**config.mk**
```make
export PLATFORM = sky130hd
export DESIGN_NAME = ps2_command_decoder
export DESIGN_NICKNAME = d
export VERILOG_FILES = /design/src/rtl/ps2_command_decoder.sv
export SDC_FILE = /design/constraint.sdc
export NUM_CORES = 1
export LEC_CHECK = 0
export CAP_MARGIN = 5
export CORE_MARGIN = 5
export CORE_UTILIZATION = 35
export CTS_CLUSTER_DIAMETER = 60
export DETAILED_ROUTE_END_ITERATION = 12
export SYNTH_ARGS = -nofsm -noshare
export SYNTH_HDL_FRONTEND = slang
export SYNTH_SLANG_ARGS = --single-unit
```
**constraint.sdc**
```tcl
create_clock -name clk_i -period 2.65 [get_ports clk_i]
set_input_delay 0.265 -clock clk_i [delete_from_list [all_inputs] [get_ports clk_i]]
set_output_delay 0.265 -clock clk_i [all_outputs]
set_load 0.01 [all_outputs]
```
**src/rtl/ps2_command_decoder.sv**
```systemverilog
// ps2_command_decoder: PS/2 keyboard receiver and scan-code to command-strobe
// decoder feeding sudoku_engine. Pins are synchronised, the clock line is
// glitch filtered, frames are checked for parity/stop/timeout, and E0/F0
// prefixes are tracked before mapping keys to one-cycle strobes.
// Optional build macro: PS2_KEYPAD_EN (numeric keypad also enters digits).
module ps2_command_decoder #(
  parameter int unsigned FILTER_LEN     = 8,
  parameter int unsigned TIMEOUT_CYCLES = 100000
) (
  input  logic       clk_i,
  input  logic       reset_i,
  input  logic       ps2_clk_i,
  input  logic       ps2_data_i,
  output logic [3:0] cmd_number_o,
  output logic       cmd_up_o,
  output logic       cmd_down_o,
  output logic       cmd_left_o,
  output logic       cmd_right_o,
  output logic       cmd_enter_o,
  output logic       cmd_valid_o,
  output logic       rx_error_o,
  output logic [7:0] last_code_o
);

  localparam int unsigned FW = $clog2(FILTER_LEN + 1);
  localparam int unsigned TW = $clog2(TIMEOUT_CYCLES + 1);
  localparam logic [FW-1:0] FILT_LAST = FW'(FILTER_LEN - 1);
  localparam logic [TW-1:0] TO_LAST   = TW'(TIMEOUT_CYCLES - 1);

`ifdef PS2_KEYPAD_EN
  localparam logic [3:0] KP_2 = 4'd2;
  localparam logic [3:0] KP_4 = 4'd4;
  localparam logic [3:0] KP_6 = 4'd6;
  localparam logic [3:0] KP_8 = 4'd8;
  localparam logic [3:0] KP_1 = 4'd1;
  localparam logic [3:0] KP_3 = 4'd3;
  localparam logic [3:0] KP_5 = 4'd5;
  localparam logic [3:0] KP_7 = 4'd7;
  localparam logic [3:0] KP_9 = 4'd9;
`else
  localparam logic [3:0] KP_2 = 4'd0;
  localparam logic [3:0] KP_4 = 4'd0;
  localparam logic [3:0] KP_6 = 4'd0;
  localparam logic [3:0] KP_8 = 4'd0;
  localparam logic [3:0] KP_1 = 4'd0;
  localparam logic [3:0] KP_3 = 4'd0;
  localparam logic [3:0] KP_5 = 4'd0;
  localparam logic [3:0] KP_7 = 4'd0;
  localparam logic [3:0] KP_9 = 4'd0;
`endif

  typedef enum logic [1:0] {ST_IDLE, ST_DATA, ST_PARITY, ST_STOP} state_e;

  // Odd parity over data byte plus parity bit: good frames have an odd count of ones.
  function automatic logic odd_parity_ok(input logic [7:0] data, input logic par);
    return ^{data, par};
  endfunction

  logic          clk_s1_q, clk_s2_q, dat_s1_q, dat_s2_q;
  logic [FW-1:0] filt_cnt_q, filt_cnt_d;
  logic          filt_q, filt_d, fall_s;
  state_e        state_q, state_d;
  logic [2:0]    bit_cnt_q, bit_cnt_d;
  logic [7:0]    shift_q, shift_d;
  logic          par_q, par_d;
  logic [TW-1:0] to_cnt_q, to_cnt_d;
  logic          err_d, good_d;
  logic          byte_valid_q;
  logic [7:0]    byte_q;
  logic          ext_q, ext_d, brk_q, brk_d;
  logic [3:0]    num_d;
  logic          up_d, down_d, left_d, right_d, enter_d, valid_d;

  // Two-flop synchronisers for both pins; idle line level is high.
  always_ff @(posedge clk_i or posedge reset_i) begin
    if (reset_i) begin
      clk_s1_q <= 1'b1;
      clk_s2_q <= 1'b1;
      dat_s1_q <= 1'b1;
      dat_s2_q <= 1'b1;
    end else begin
      clk_s1_q <= ps2_clk_i;
      clk_s2_q <= clk_s1_q;
      dat_s1_q <= ps2_data_i;
      dat_s2_q <= dat_s1_q;
    end
  end

  // Clock filter: flip only on the FILTER_LEN-th consecutive differing sample.
  always_comb begin
    filt_d     = filt_q;
    filt_cnt_d = '0;
    fall_s     = 1'b0;
    if (clk_s2_q != filt_q) begin
      if (filt_cnt_q == FILT_LAST) begin
        filt_d = clk_s2_q;
        fall_s = filt_q;
      end else begin
        filt_cnt_d = filt_cnt_q + FW'(1);
      end
    end else begin
      filt_cnt_d = '0;
    end
  end

  // Receive FSM next state, advanced by filtered falling edges, with frame timeout.
  always_comb begin
    state_d   = state_q;
    bit_cnt_d = bit_cnt_q;
    shift_d   = shift_q;
    par_d     = par_q;
    to_cnt_d  = to_cnt_q;
    err_d     = 1'b0;
    good_d    = 1'b0;
    if (fall_s) begin
      to_cnt_d = '0;
      case (state_q)
        ST_IDLE: begin
          if (!dat_s2_q) begin
            state_d   = ST_DATA;
            bit_cnt_d = 3'd0;
          end else begin
            state_d = ST_IDLE;
          end
        end
        ST_DATA: begin
          shift_d   = {dat_s2_q, shift_q[7:1]};
          bit_cnt_d = bit_cnt_q + 3'd1;
          state_d   = (bit_cnt_q == 3'd7) ? ST_PARITY : ST_DATA;
        end
        ST_PARITY: begin
          par_d   = dat_s2_q;
          state_d = ST_STOP;
        end
        ST_STOP: begin
          if (dat_s2_q && odd_parity_ok(shift_q, par_q)) begin
            good_d = 1'b1;
          end else begin
            err_d = 1'b1;
          end
          state_d = ST_IDLE;
        end
        default: state_d = ST_IDLE;
      endcase
    end else if (state_q != ST_IDLE) begin
      if (to_cnt_q == TO_LAST) begin
        state_d  = ST_IDLE;
        err_d    = 1'b1;
        to_cnt_d = '0;
      end else begin
        to_cnt_d = to_cnt_q + TW'(1);
      end
    end else begin
      to_cnt_d = '0;
    end
  end

  // Receiver state, filter and received-byte registers.
  always_ff @(posedge clk_i or posedge reset_i) begin
    if (reset_i) begin
      filt_q       <= 1'b1;
      filt_cnt_q   <= '0;
      state_q      <= ST_IDLE;
      bit_cnt_q    <= 3'd0;
      shift_q      <= 8'h00;
      par_q        <= 1'b0;
      to_cnt_q     <= '0;
      byte_valid_q <= 1'b0;
      byte_q       <= 8'h00;
      rx_error_o   <= 1'b0;
      last_code_o  <= 8'h00;
    end else begin
      filt_q       <= filt_d;
      filt_cnt_q   <= filt_cnt_d;
      state_q      <= state_d;
      bit_cnt_q    <= bit_cnt_d;
      shift_q      <= shift_d;
      par_q        <= par_d;
      to_cnt_q     <= to_cnt_d;
      byte_valid_q <= good_d;
      byte_q       <= good_d ? shift_q : byte_q;
      rx_error_o   <= err_d;
      last_code_o  <= good_d ? shift_q : last_code_o;
    end
  end

  // Prefix tracking and key map; errors drop any pending prefix.
  always_comb begin
    ext_d   = ext_q;
    brk_d   = brk_q;
    num_d   = 4'd0;
    up_d    = 1'b0;
    down_d  = 1'b0;
    left_d  = 1'b0;
    right_d = 1'b0;
    enter_d = 1'b0;
    if (err_d) begin
      ext_d = 1'b0;
      brk_d = 1'b0;
    end else if (byte_valid_q) begin
      if (byte_q == 8'hE0) begin
        ext_d = 1'b1;
      end else if (byte_q == 8'hF0) begin
        brk_d = 1'b1;
      end else if (brk_q) begin
        ext_d = 1'b0;
        brk_d = 1'b0;
      end else begin
        ext_d = 1'b0;
        case (byte_q)
          8'h16: num_d = 4'd1;
          8'h1E: num_d = 4'd2;
          8'h26: num_d = 4'd3;
          8'h25: num_d = 4'd4;
          8'h2E: num_d = 4'd5;
          8'h36: num_d = 4'd6;
          8'h3D: num_d = 4'd7;
          8'h3E: num_d = 4'd8;
          8'h46: num_d = 4'd9;
          8'h75: begin up_d    = ext_q; num_d = ext_q ? 4'd0 : KP_8; end
          8'h72: begin down_d  = ext_q; num_d = ext_q ? 4'd0 : KP_2; end
          8'h6B: begin left_d  = ext_q; num_d = ext_q ? 4'd0 : KP_4; end
          8'h74: begin right_d = ext_q; num_d = ext_q ? 4'd0 : KP_6; end
          8'h69: num_d = ext_q ? 4'd0 : KP_1;
          8'h7A: num_d = ext_q ? 4'd0 : KP_3;
          8'h73: num_d = ext_q ? 4'd0 : KP_5;
          8'h6C: num_d = ext_q ? 4'd0 : KP_7;
          8'h7D: num_d = ext_q ? 4'd0 : KP_9;
          8'h1D: up_d    = !ext_q;
          8'h1B: down_d  = !ext_q;
          8'h1C: left_d  = !ext_q;
          8'h23: right_d = !ext_q;
          8'h5A: enter_d = 1'b1;
          default: num_d = 4'd0;
        endcase
      end
    end else begin
      ext_d = ext_q;
      brk_d = brk_q;
    end
    valid_d = (num_d != 4'd0) | up_d | down_d | left_d | right_d | enter_d;
  end

  // Prefix flags and registered one-cycle command strobes.
  always_ff @(posedge clk_i or posedge reset_i) begin
    if (reset_i) begin
      ext_q        <= 1'b0;
      brk_q        <= 1'b0;
      cmd_number_o <= 4'd0;
      cmd_up_o     <= 1'b0;
      cmd_down_o   <= 1'b0;
      cmd_left_o   <= 1'b0;
      cmd_right_o  <= 1'b0;
      cmd_enter_o  <= 1'b0;
      cmd_valid_o  <= 1'b0;
    end else begin
      ext_q        <= ext_d;
      brk_q        <= brk_d;
      cmd_number_o <= num_d;
      cmd_up_o     <= up_d;
      cmd_down_o   <= down_d;
      cmd_left_o   <= left_d;
      cmd_right_o  <= right_d;
      cmd_enter_o  <= enter_d;
      cmd_valid_o  <= valid_d;
    end
  end

endmodule

```
==> flow_summary.ini <==
; yosys + openroad results
[run_status]
status = finished, final reports clean

[synthesis]
syn-num-nets = 294
ys_sh_adder = 0.01603
async_flop_share = 1.000
logic_family = simple AND/OR/NAND/NOR gates
aoi_share = 0.07091
flop_cell = dfrtp_1
synth-xor-area-share = 0.07893
top_area_cell = dfrtp_1
ys_ff = 62
ys_seq_share = 0.4988
topCellsByArea = dfrtp_1 46%, mux2_2 6.9%, dfstp_2 4.2%
netlist_area_sq_mm = 0.003123
ys_sh_simple = 0.2344
synth_cell_type_count = 54
ys_cells = 286
ys_area_sq_mm = 0.003123
top_cell_area_share = 0.4567
ys_warn_count = 0
synthMuxAreaShare = 0.07171
top_cells_by_count = 57 x dfrtp_1, 34 x nor2_1, 19 x mux2_2

[global_routing]
grtUsageMet1 = 0.1438
grt-ovfl-total = 0
grt_max_degree = 39
busiest_layer = met2
grt_antenna_before_repair = 0
met3_usage = 0.03228
grt_pass1_vias = 2183
grt_use_met2 = 0.1796

[final_layout]
diodes = 0
flop-count = 62
logic_gate_count = 201
largestClassByArea = flip-flops and latches
buf_share = 0.07750
clk_share = 0.05404
regMostFlops = to_cnt_q
combGateArea_sq_mm = 0.001474
largestRegisters = to_cnt_q (17), byte_q (8), shift_q (8)
largest_reg_flops = 17
fill_cells = 861

[power_and_ir_drop]
power_mw = 1.902
irDropWorstVdd_mv = 0.1953
p_leak_nw = 1.573

[timing]
hold_ws_ns = 0.2804
skew_ns = 0.01303
slew_headroom = 0.6085
finalSetupTns_ns = 0
slew_violations = 0
setup_violations = 0
hold_viol = 0
grt_setup_unrepaired = false
worst_pin_slew_ns = 0.5828
period_minus_slack_ns = 2.377

[detailed_routing]
vias = 2172
drtIter0Drc = 69
met3_length_microns = 238
drc = 0
wl_met2_microns = 2826
m1WireLength_microns = 2746
highest_layer = met4
avgViaCountPerCell = 5.123

[critical_path]
r2r_setup_slack_ns = 0.27
cpMaxStageDelayCell = or4b_4
crit_start = to_cnt_q[14]
r2r_start = to_cnt_q[14]
worstPathMaxFanout = 12
cp_top_family = simple AND/OR/NAND/NOR gates
crit_chain = or4b_4, nor4_4, mux2i_1, a2111oi_4, buf_4, nor3_1
reg2regPathDepth = 6
cp.depth = 6
crit_required_ns = 2.87
slowest_delay_ns = 0.56
critPathKind = reg -> reg
crit_path_end_kind = register

[clock_tree]
post-cts-setup-buffers = 0
clk_pin_slew_worst_paths_ns = 0.08
clockBufferDepth = 2
numCtsBuffers = 9
clock_sinks = 62
htree_levels = 3

[placed_design]
dp_hpwl_microns = 4235
place_inst = 408

[floorplanning]
well_tap_count = 108
fp.dieW_microns = 104.5
die_y_microns = 104.5
die_area_sq_mm = 0.01091

[flow_run]
maxCapViolations = 0
-- where the power goes --
part	internal (mW)	switching, mW	total, mW
combinational	0.0379	0.0473	0.0852
clock	0.437	0.378	0.815
sequential	0.981	0.0203	1.00
-- placed cells by master, fill, tap and decap left out, drive strengths merged, types with 4 or more instances in the layout --
cell           netlist  final
buf                  1      7
nand2b               5      5
and4b                4      4
nand4                8      8
nor4b                6      6
ha                   4      4
xor2                12     12
o21ai                6      6
nand2                9      9
nand3               14     14
nor2                34     34
nor2b                4      4
clkbuf              14      9
dfrtp               57     57
clkdlybuf4s50        0     22
xnor2               11     11
dfstp                5      5
inv                  8      8
clkinv               0      6
or4b                 4      4
mux2                19     19
nor3                11     11
Cell classes on the final placement:
Fill, decap, tap and diode cells in grey.
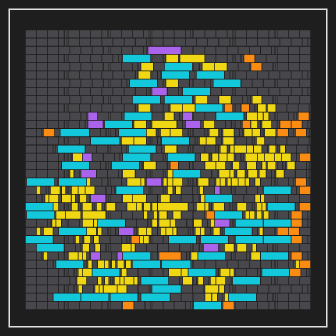
legend:
  orange:
    class: other buffers and delay cells
    cells: 29
    share_of_their_area: 8.0%
  cyan:
    class: flops
    cells: 62
    share_of_their_area: 44%
  purple:
    class: clock drivers and dummy loads
    cells: 16
    share_of_their_area: 5.6%
  yellow:
    class: all other logic
    cells: 209
    share_of_their_area: 42%
core area: 0.008721 sq mm
Seq/total area: 0.4232
# rows: 34
final instance area: 0.003681 sq mm

Wires at chosen ports, followed through buffers:
Scale bar: 20 microns.
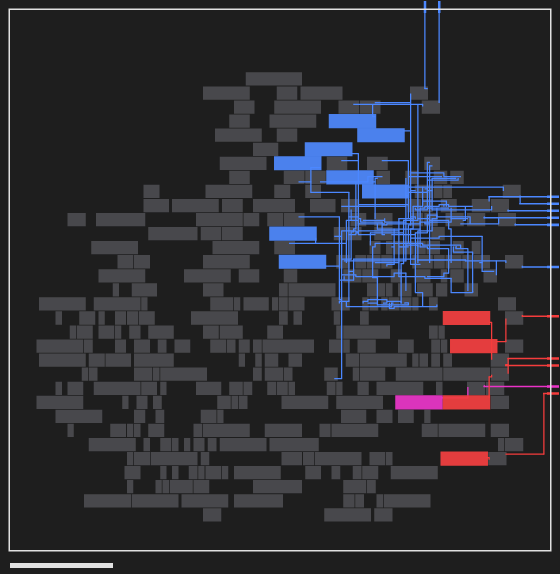
legend:
  red:
    port: cmd_number_o
    bits: 4
    direction: output
    edge: right
    end_cells: 4
    buffers: 4
    wire: 63.9 microns
  magenta:
    port: cmd_up_o
    bits: 1
    direction: output
    edge: right
    end_cells: 1
    buffers: 1
    wire: 19.6 microns
  blue:
    port: last_code_o
    bits: 8
    direction: output
    edge: 6 right, 2 top
    end_cells: 8
    buffers: 11
    wire: 979 microns
# port buffers: 22
# IOs: 23

Cell sizes after repair:
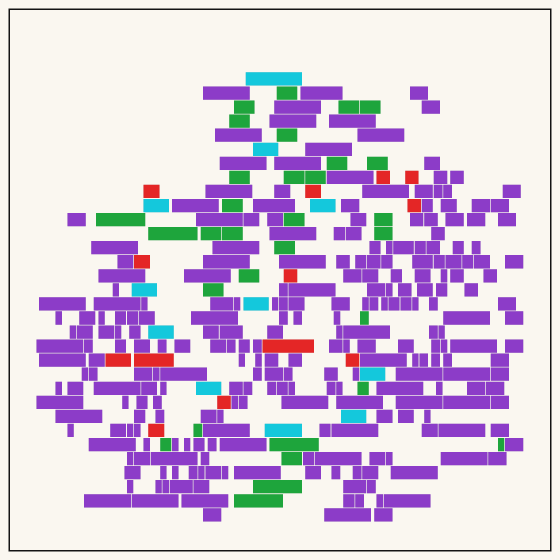
legend:
  green:
    size: drive 2
    cells: 31
    share: 9.8%
  cyan:
    size: drive 6 and up
    cells: 11
    share: 3.5%
  red:
    size: drive 3 to 4
    cells: 13
    share: 4.1%
  purple:
    size: drive 1 or less
    cells: 261
    share: 83%
Buffers excl. clock: 29
Area growth, synth to finish: 17.87%

Power is estimated from default activity; no workload was simulated.
